### src/rtl/sync_fifo_pkg.sv
// Shared sizing defaults for the sync_fifo slice.
package sync_fifo_pkg;

  // Default geometry: 16 entries of 32 bits, 4-bit pointers.
  localparam int C_DEF_P_N   = 4;
  localparam int C_DEF_WIDTH = 32;
  localparam int C_DEF_DEPTH = 16;

endpackage

### src/rtl/sync_fifo_mem.sv
// Dual-port register array: synchronous write port, read data registered
// on the read enable and held otherwise.
module sync_fifo_mem import sync_fifo_pkg::*; #(
  parameter int P_N     = C_DEF_P_N,
  parameter int F_WIDTH = C_DEF_WIDTH,
  parameter int F_DEPTH = C_DEF_DEPTH
) (
  input  logic               clk,
  input  logic               rst_n,
  input  logic               i_wr_en,
  input  logic [P_N-1:0]     i_wr_addr,
  input  logic [F_WIDTH-1:0] i_wr_data,
  input  logic               i_rd_en,
  input  logic [P_N-1:0]     i_rd_addr,
  output logic [F_WIDTH-1:0] o_rd_data
);

  logic [F_WIDTH-1:0] r_mem [F_DEPTH];
  logic [F_WIDTH-1:0] r_rd_data;

  // Storage write; the array is never cleared, only its pointers are.
  always_ff @(posedge clk) begin
    if (i_wr_en) begin
      r_mem[i_wr_addr] <= i_wr_data;
    end
  end

  // Read register: loads only on an accepted read, otherwise holds.
  always_ff @(posedge clk or negedge rst_n) begin
    if (!rst_n) begin
      r_rd_data <= '0;
    end else if (i_rd_en) begin
      r_rd_data <= r_mem[i_rd_addr];
    end
  end

  assign o_rd_data = r_rd_data;

endmodule

### src/rtl/sync_fifo.sv
// Single-clock FIFO with registered read data and occupancy reporting.
//
// Request semantics: wr_en/rd_en are one-cycle requests sampled at the rising
// edge. A write is accepted only when not full, a read only when not empty;
// rejected requests are silently dropped. Full+both accepts only the read,
// empty+both accepts only the write (no bypass to rd_data). All flags and
// counts come straight from the count register, so there is no combinational
// path from the enables to them.
module sync_fifo import sync_fifo_pkg::*; #(
  parameter int P_N     = C_DEF_P_N,
  parameter int F_WIDTH = C_DEF_WIDTH,
  parameter int F_DEPTH = C_DEF_DEPTH
) (
  input  logic               clk,
  input  logic               rst_n,
  input  logic               wr_en,
  input  logic [F_WIDTH-1:0] wr_data,
  input  logic               rd_en,
  output logic [F_WIDTH-1:0] rd_data,
  output logic               full,
  output logic               empty,
  output logic [P_N:0]       room_avail,
  output logic [P_N:0]       data_avail
);

  localparam logic [P_N:0] L_DEPTH = (P_N + 1)'(F_DEPTH);

  logic [P_N-1:0] r_wr_ptr;
  logic [P_N-1:0] r_rd_ptr;
  logic [P_N:0]   r_count;
  logic           w_wr_accept;
  logic           w_rd_accept;
  logic           w_full;
  logic           w_empty;

  assign w_full      = (r_count == L_DEPTH);
  assign w_empty     = (r_count == '0);
  assign w_wr_accept = wr_en && !w_full;
  assign w_rd_accept = rd_en && !w_empty;

  // Pointers advance on accepted accesses and wrap modulo F_DEPTH by width.
  always_ff @(posedge clk or negedge rst_n) begin
    if (!rst_n) begin
      r_wr_ptr <= '0;
      r_rd_ptr <= '0;
    end else begin
      if (w_wr_accept) r_wr_ptr <= r_wr_ptr + 1'b1;
      if (w_rd_accept) r_rd_ptr <= r_rd_ptr + 1'b1;
    end
  end

  // Occupancy: +1 on write only, -1 on read only, unchanged otherwise.
  always_ff @(posedge clk or negedge rst_n) begin
    if (!rst_n) begin
      r_count <= '0;
    end else begin
      case ({w_wr_accept, w_rd_accept})
        2'b10:   r_count <= r_count + 1'b1;
        2'b01:   r_count <= r_count - 1'b1;
        default: r_count <= r_count;
      endcase
    end
  end

  sync_fifo_mem #(
    .P_N     (P_N),
    .F_WIDTH (F_WIDTH),
    .F_DEPTH (F_DEPTH)
  ) u_mem (
    .clk       (clk),
    .rst_n     (rst_n),
    .i_wr_en   (w_wr_accept),
    .i_wr_addr (r_wr_ptr),
    .i_wr_data (wr_data),
    .i_rd_en   (w_rd_accept),
    .i_rd_addr (r_rd_ptr),
    .o_rd_data (rd_data)
  );

  assign full       = w_full;
  assign empty      = w_empty;
  assign data_avail = r_count;
  assign room_avail = L_DEPTH - r_count;

endmodule

### config.mk
export PLATFORM = sky130hd
export DESIGN_NAME = sync_fifo
export DESIGN_NICKNAME = d
export VERILOG_FILES = /design/src/rtl/sync_fifo_pkg.sv /design/src/rtl/sync_fifo_mem.sv /design/src/rtl/sync_fifo.sv
export SDC_FILE = /design/constraint.sdc
export NUM_CORES = 1
export LEC_CHECK = 0
export CORE_ASPECT_RATIO = 1.2
export CORE_MARGIN = 2
export CORE_UTILIZATION = 50
export DETAILED_ROUTE_END_ITERATION = 8
export PLACE_DENSITY = 0.67
export RECOVER_POWER = 50
export REMOVE_ABC_BUFFERS = 1
export SYNTH_ARGS = -nofsm -noshare
export SYNTH_HDL_FRONTEND = slang
export SYNTH_SLANG_ARGS = --single-unit
### constraint.sdc
create_clock -name clk -period 4.8 [get_ports clk]
set_input_delay 0.96 -clock clk [delete_from_list [all_inputs] [get_ports clk]]
set_output_delay 0.96 -clock clk [all_outputs]
set_load 0.1 [all_outputs]
### Power grid, run 1

Pins as bars on the die edge. Tap cells in gray.
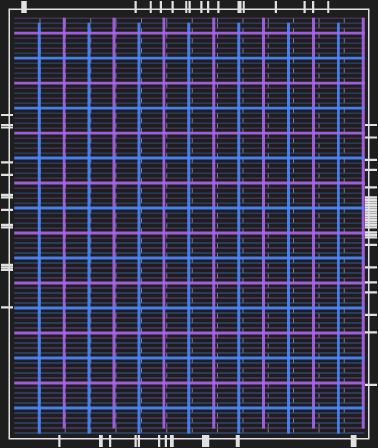
[purple] VDD
[blue] VSS
rows: 83
tap cells: 552
met1 rails: 84
signal pins: 80
die width: 195 um
Die Y-Extent: 233 um
IR drop worst, VDD: 0.387 mV
core footprint: 0.0430 mm^2

### Gate families picked out, run 1

Bar = 50 um.
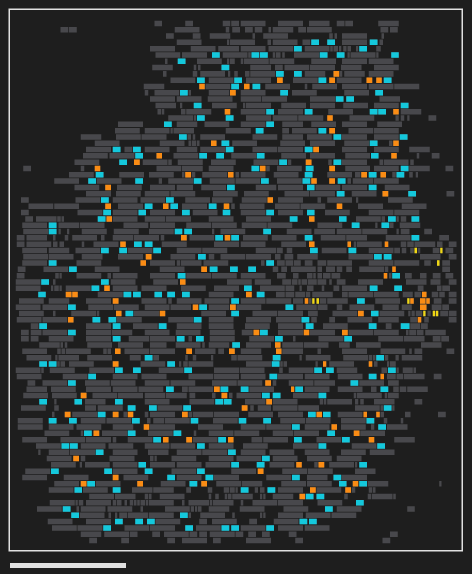
[yellow] inv cells | cells: 9 | where: right middle
[cyan] mux cells | cells: 257 | where: all over the die
[orange] aoi and oai cells | cells: 113
Commonest Layout Cell: edfxtp_1
Final Non-Filler Cells: 1956
logic share of the area: 0.195

==> flow_metrics.env, run 1 <==
# source this file to load flow results
export IMPL_cp_end_kind="primary output"
export IMPL_postSynthSeqShare=0.756
export IMPL_maxSlewHeadroom=-0.741
export IMPL_ys_area_mm2=0.0218
export IMPL_clockBufferDepth=3
export IMPL_violations="max-capacitance violations, max-slew violations"
export IMPL_fp_utilization=0.508
export IMPL_outcome="finished with violations"
export IMPL_slew_viol_final=100
export IMPL_cp_data_required_time_ps=3840
export IMPL_synthCells=1265
export IMPL_gp_congestion=0.774
export IMPL_drv_cap=3
export IMPL_vias=11231
export IMPL_met1_length_um=20000
export IMPL_firstDrtPassIters=5
export IMPL_crit_chain="inv_1 > ha_1 > nor3b_1 > ha_1 > inv_1 > clkdlybuf4s50_1"
export IMPL_drc_errors=0
export IMPL_drt_iter0_markers=977
export IMPL_whs_ps=476
### Clock distribution, run 1

Bar = 50 um.
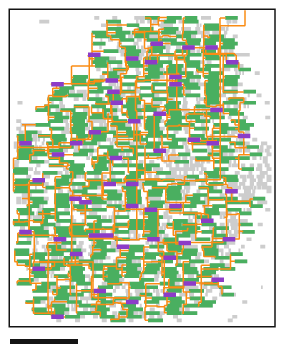
[green] flip-flops | count: 557
[orange] clock wires | length: 5760 um
[purple] clock-net drivers | count: 52
flops lie: all over the die
routed clock nets: 53
Clock group: 0.00422 W
clk_skew: 34.0 ps
clock power share: 0.264

### Cell classes on the final placement, run 1

Bar = 50 um.
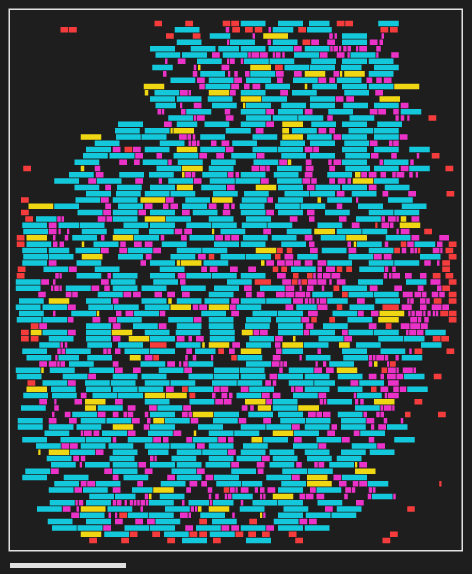
[red] remaining buffers and delay cells | cells: 114 | share of their area: 4.4%
[cyan] sequential cells | cells: 557 | share of their area: 68%
[yellow] clock drivers and dummy loads | cells: 98 | share of their area: 7.3%
[magenta] remaining logic cells | cells: 635 | share of their area: 20%
Final Util: 0.580
Seq/total area: 0.661
FP Rows: 83
post-route cell area: 0.0249 mm^2

-- run 1: metrics by stage --
stage	utilization	area (um^2)
4_1_cts	0.581	25000
2_1_floorplan	-	21300
3_3_place_gp	0.539	23200
6_report	0.580	24900
5_1_grt	0.580	24900
3_5_place_dp	0.539	23200
-- run 1: state kept, by name, summed over array words and instances, names as in the netlist --
register         count
u_mem.r_mem        512
u_mem.o_rd_data     32
data_avail           5
r_rd_ptr             4
r_wr_ptr             4
-- run 1: layout make-up --
type                    count  area, um^2
clock buffers              68        1430
clock inverters            30         349
fillers                  3283       18000
inverters                   9        33.8
multi-input cells         626        4870
flip-flops and latches    557       16500
well taps                 552         691
repair buffers            114        1080
-- run 1: cell usage after synthesis --
library cell    n  area [um^2]
dfrtp_1        45         1130
xor2_1          5         43.8
clkbuf_4        3         22.5
o21ai_0         1         5.00
buf_12          7          140
nor3_1          5         25.0
buf_8           2         30.0
o21ai_1         1         5.00
nand4_1        23          144
nor2_1         13         48.8
a21oi_1        12         60.1
edfxtp_1      512        15400
nand3b_1        2         15.0
nor3b_1         1         7.51
inv_2           1         3.75
nor2_2          2         12.5
nand2_1        97          364
buf_2          27          135
a32oi_1         1         8.76
nand3_1        76          380
mux2_2          1         11.3
a22oi_1        96          721
nor2b_1         4         25.0
buf_4           5         37.5
mux2i_1       256         2560
and2_1          2         12.5
xnor2_1        10         87.6
a31oi_1         1         6.26
inv_1           8         30.0
a211o_1         1         8.76
nand2b_1        3         18.8
ha_1           11          138
clkbuf_1       15         56.3
buf_1           1         3.75
o31ai_1         1         7.51
buf_6          13          146
nand4b_1        1         8.76
-- run 1: report_power, final --
group | switching [W] | internal [W] | total (W) | leakage (nW)
sequential | 0.000364 | 0.00594 | 0.00631 | 5.16
combinational | 0.00382 | 0.00165 | 0.00548 | 2.57
clock | 0.00173 | 0.00248 | 0.00422 | 0.871
-- run 1: path summary, 6_finish.rpt --
kind                                                       from                              end  slack [ps]  cells past startpoint
min in group asynchronous                                 rst_n  u_mem.o_rd_data[19]$_DFFE_PN0P_         970                      1
worst min register to register  u_mem.o_rd_data[16]$_DFFE_PN0P_  u_mem.o_rd_data[16]$_DFFE_PN0P_         480                      2
worst max-delay path                  data_avail[1]$_DFFE_PN0P_                    room_avail[4]         750                      6
worst max register to register        data_avail[1]$_DFFE_PN0P_  u_mem.o_rd_data[23]$_DFFE_PN0P_         830                     10
worst min-delay path            u_mem.o_rd_data[16]$_DFFE_PN0P_  u_mem.o_rd_data[16]$_DFFE_PN0P_         480                      2
max in group asynchronous                                 rst_n  u_mem.o_rd_data[20]$_DFFE_PN0P_        1650                      2
-- run 1: per-layer routing --
| layer | up-vias | track usage |
|---|---|---|
| met5 | - | 0 |
| met4 | 2 | 0.0570 |
| met3 | 59 | 0.0294 |
| met2 | 319 | 0.372 |
| met1 | 5744 | 0.284 |
| li1 | 5107 | - |
-- run 1: kinds of logic after synthesis --
family	after synthesis	share of synthesized area
buf+inv	82	0.0277
fa+ha+maj	11	0.00630
flops	557	0.756
xor+xnor	15	0.00602
mux	257	0.118
simple gates	229	0.0487
compound gates	114	0.0377
## Run 2: what changed since run 1
Settings changed: PLACE_DENSITY 0.67 to 0.7.
Clock period 4.8 ns to 3.6 ns, I/O delays scaled along.
==> run 2 against run 1 <==
  * The flow still finishes with violations (max-capacitance violations, max-slew violations)
  * Clock power rose by 26%
  * First-iteration DRC count is 5.1% lower
  * Total power is 32% higher
  * Critical path depth rose by 7
  * Sequential power up 34%
  * Utilization is 0.19 points higher
  * Die area unchanged
  * Combinational power up 32%
==> flow_metrics.env, run 2 <==
# source this file to load flow results
export IMPL_outcome="finished with violations"
export IMPL_violations="max-capacitance violations, max-slew violations"
export IMPL_drv_cap=1
export IMPL_p_switching_w=0.00775
export IMPL_clockBufferDepth=3
export IMPL_synth_most_common_cell="edfxtp_1"
export IMPL_die_h_um=233
export IMPL_core_mm2=0.0430
export IMPL_max_flop_register="u_mem.r_mem"
export IMPL_p_comb_frac=0.345
export IMPL_ys_flop_type="edfxtp_1"
export IMPL_ir_worst_vdd_mv=0.480
export IMPL_dieArea_mm2=0.0454
export IMPL_slew_viol_final=22
export IMPL_power_frac_seq=0.402
export IMPL_cp_data_required_time_ps=4040
export IMPL_rows=83
export IMPL_fin_skew_ps=12.8
export IMPL_worstSkewPairLatency_ps=570
export IMPL_largest_register_ffs=512
export IMPL_firstDrtPassIters=5
export IMPL_crit_chain="inv_1 > ha_1 > nor3b_1 > ha_1 > nand2b_1 > inv_1 > ha_1 > xor2_1 > ha_1 > a21oi_1 > xor2_1 > nor2_1 > xor2_1"
export IMPL_async_reset_ff_frac=0.0808
export IMPL_synthCells=1265
export IMPL_edf_count=512
export IMPL_layout_top_cell="edfxtp_1"
export IMPL_ys_area_mm2=0.0218
export IMPL_fin_setup_tns_ps=0
export IMPL_maxSlewHeadroom=-0.194
export IMPL_synthTopCellsByCount="edfxtp_1, mux2i_1, nand2_1"
export IMPL_topCellsByArea="edfxtp_1, mux2i_1, dfrtp_1"
export IMPL_yosys_area_top_type="edfxtp_1"
export IMPL_yosys_warnings=0
export IMPL_drt_iter0_markers=927
export IMPL_vias=11396
export IMPL_numPortBuffers=79
export IMPL_viasPerCell=5.77
export IMPL_gp_congestion=0.770
export IMPL_fp_utilization=0.508
export IMPL_postSynthSeqShare=0.756
export IMPL_top_area_frac=0.704
export IMPL_intPower_w=0.0133
export IMPL_rrSetupSlack_ps=540
export IMPL_fill_cells=3238
export IMPL_die_w_um=195
export IMPL_cp_end_kind="flip-flop"
export IMPL_clkPwrFrac=0.253
-- run 2: netlist changes by cell type in the layout (fill, tap and decap cells not counted), moves of 2 or more --
cell / previous run / this run
buf_4: 30 / 55
clkdlybuf4s50_1: 46 / 37
clkbuf_1: 12 / 20
buf_12: 3 / 7
clkbuf_8: 7 / 4
bufinv_16: 7 / 5
clkbuf_2: 0 / 2
-- run 2: cell families (layout without fill, tap and decap cells) --
logic type | count (synthesis) | in the layout | share of synthesized area
DFF | 557 | 557 | 0.756
xor gates and xnor gates | 15 | 15 | 0.00602
adders and majority gates | 11 | 11 | 0.00630
AOI/OAI and AO/OA | 114 | 114 | 0.0377
buffers and inverters | 82 | 241 | 0.0277
and+or+nand+nor | 229 | 229 | 0.0487
muxes | 257 | 257 | 0.118
-- run 2: layer usage --
layer	GRT usage	part of all wire	wire length, um	up-vias
met5	0	0	0	-
met4	0.0601	0.022	989	0
met3	0.0310	0.054	2460	74
met2	0.351	0.51	23100	319
met1	0.269	0.42	19100	5847
li1	-	-	-	5156
-- run 2: layout make-up --
class                   count  area (um^2)  share of cell area
flip-flops and latches    557        16500               0.659
multi-input cells         626         4860               0.194
clock buffers              72         1440              0.0574
repair buffers            138         1270              0.0508
well taps                 552          691              0.0276
clock inverters            22          228             0.00910
inverters                   9         33.8             0.00135
-- run 2: final timing paths --
path | from | endpoint | depth (start not counted)
setup / recovery | data_avail[1]$_DFFE_PN0P_ | data_avail[2]$_DFFE_PN0P_ | 13
hold reg to reg | u_mem.o_rd_data[21]$_DFFE_PN0P_ | u_mem.o_rd_data[21]$_DFFE_PN0P_ | 2
hold / removal | u_mem.o_rd_data[21]$_DFFE_PN0P_ | u_mem.o_rd_data[21]$_DFFE_PN0P_ | 2
max in group asynchronous | rst_n | r_rd_ptr[1]$_DFFE_PN0P_ | 2
setup reg to reg | data_avail[1]$_DFFE_PN0P_ | data_avail[2]$_DFFE_PN0P_ | 13
min in group asynchronous | rst_n | u_mem.o_rd_data[7]$_DFFE_PN0P_ | 1
-- run 2: power by group through the flow --
stage / clock network [W] / logic, W / registers (W)
3_3_place_gp: 0 / 0.00727 / 0.00859
3_5_place_dp: 0 / 0.00732 / 0.00861
2_1_floorplan: 0 / 0.00315 / 0.0102
5_1_grt: 0.00566 / 0.00771 / 0.00856
4_1_cts: 0.00541 / 0.00735 / 0.00849
6_report: 0.00533 / 0.00726 / 0.00848
-- run 2: worst max-delay path: cells and delay by family, from the launching register on --
family | cells | cell delay, ps
AND-OR/OR-AND | 1 | 160
XOR/XNOR | 3 | 510
adder cells (fa/ha/maj) | 4 | 970
buffers and inverters | 2 | 230
flip-flops | 1 | 470
AND/OR/NAND/NOR | 3 | 580
-- run 2: per-stage QoR --
step,setup WS (ps),cell area [um^2],hold WS (ps),total power [W],utilization
finish,541,25000,488,0.0211,0.582
global route,280,25000,517,0.0219,0.582
CTS,615,25100,220,0.0213,0.583
detailed placement,608,23400,477,0.0159,0.544
global placement,647,23400,472,0.0159,0.544
floorplan,-5560,21300,424,0.0133,-
### Gate families picked out, run 2

Bar = 50 um.
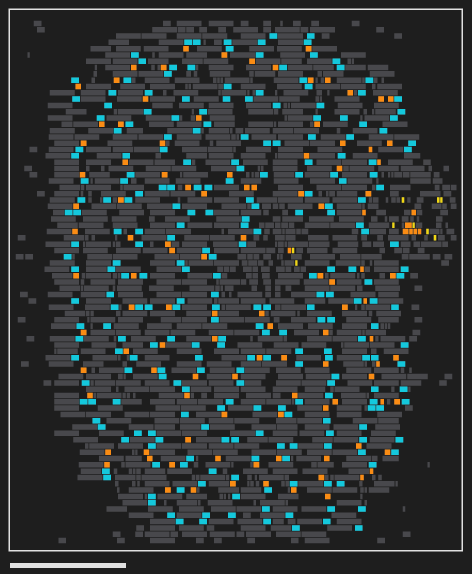
[yellow] inv cells | cells: 9 | where: right middle
[orange] aoi and oai cells | cells: 113 | where: all over the die
[cyan] mux cells | cells: 257
Final Non-Filler Cells: 1976
logic share of the area: 0.194

Power and IR drop assume default switching activity.
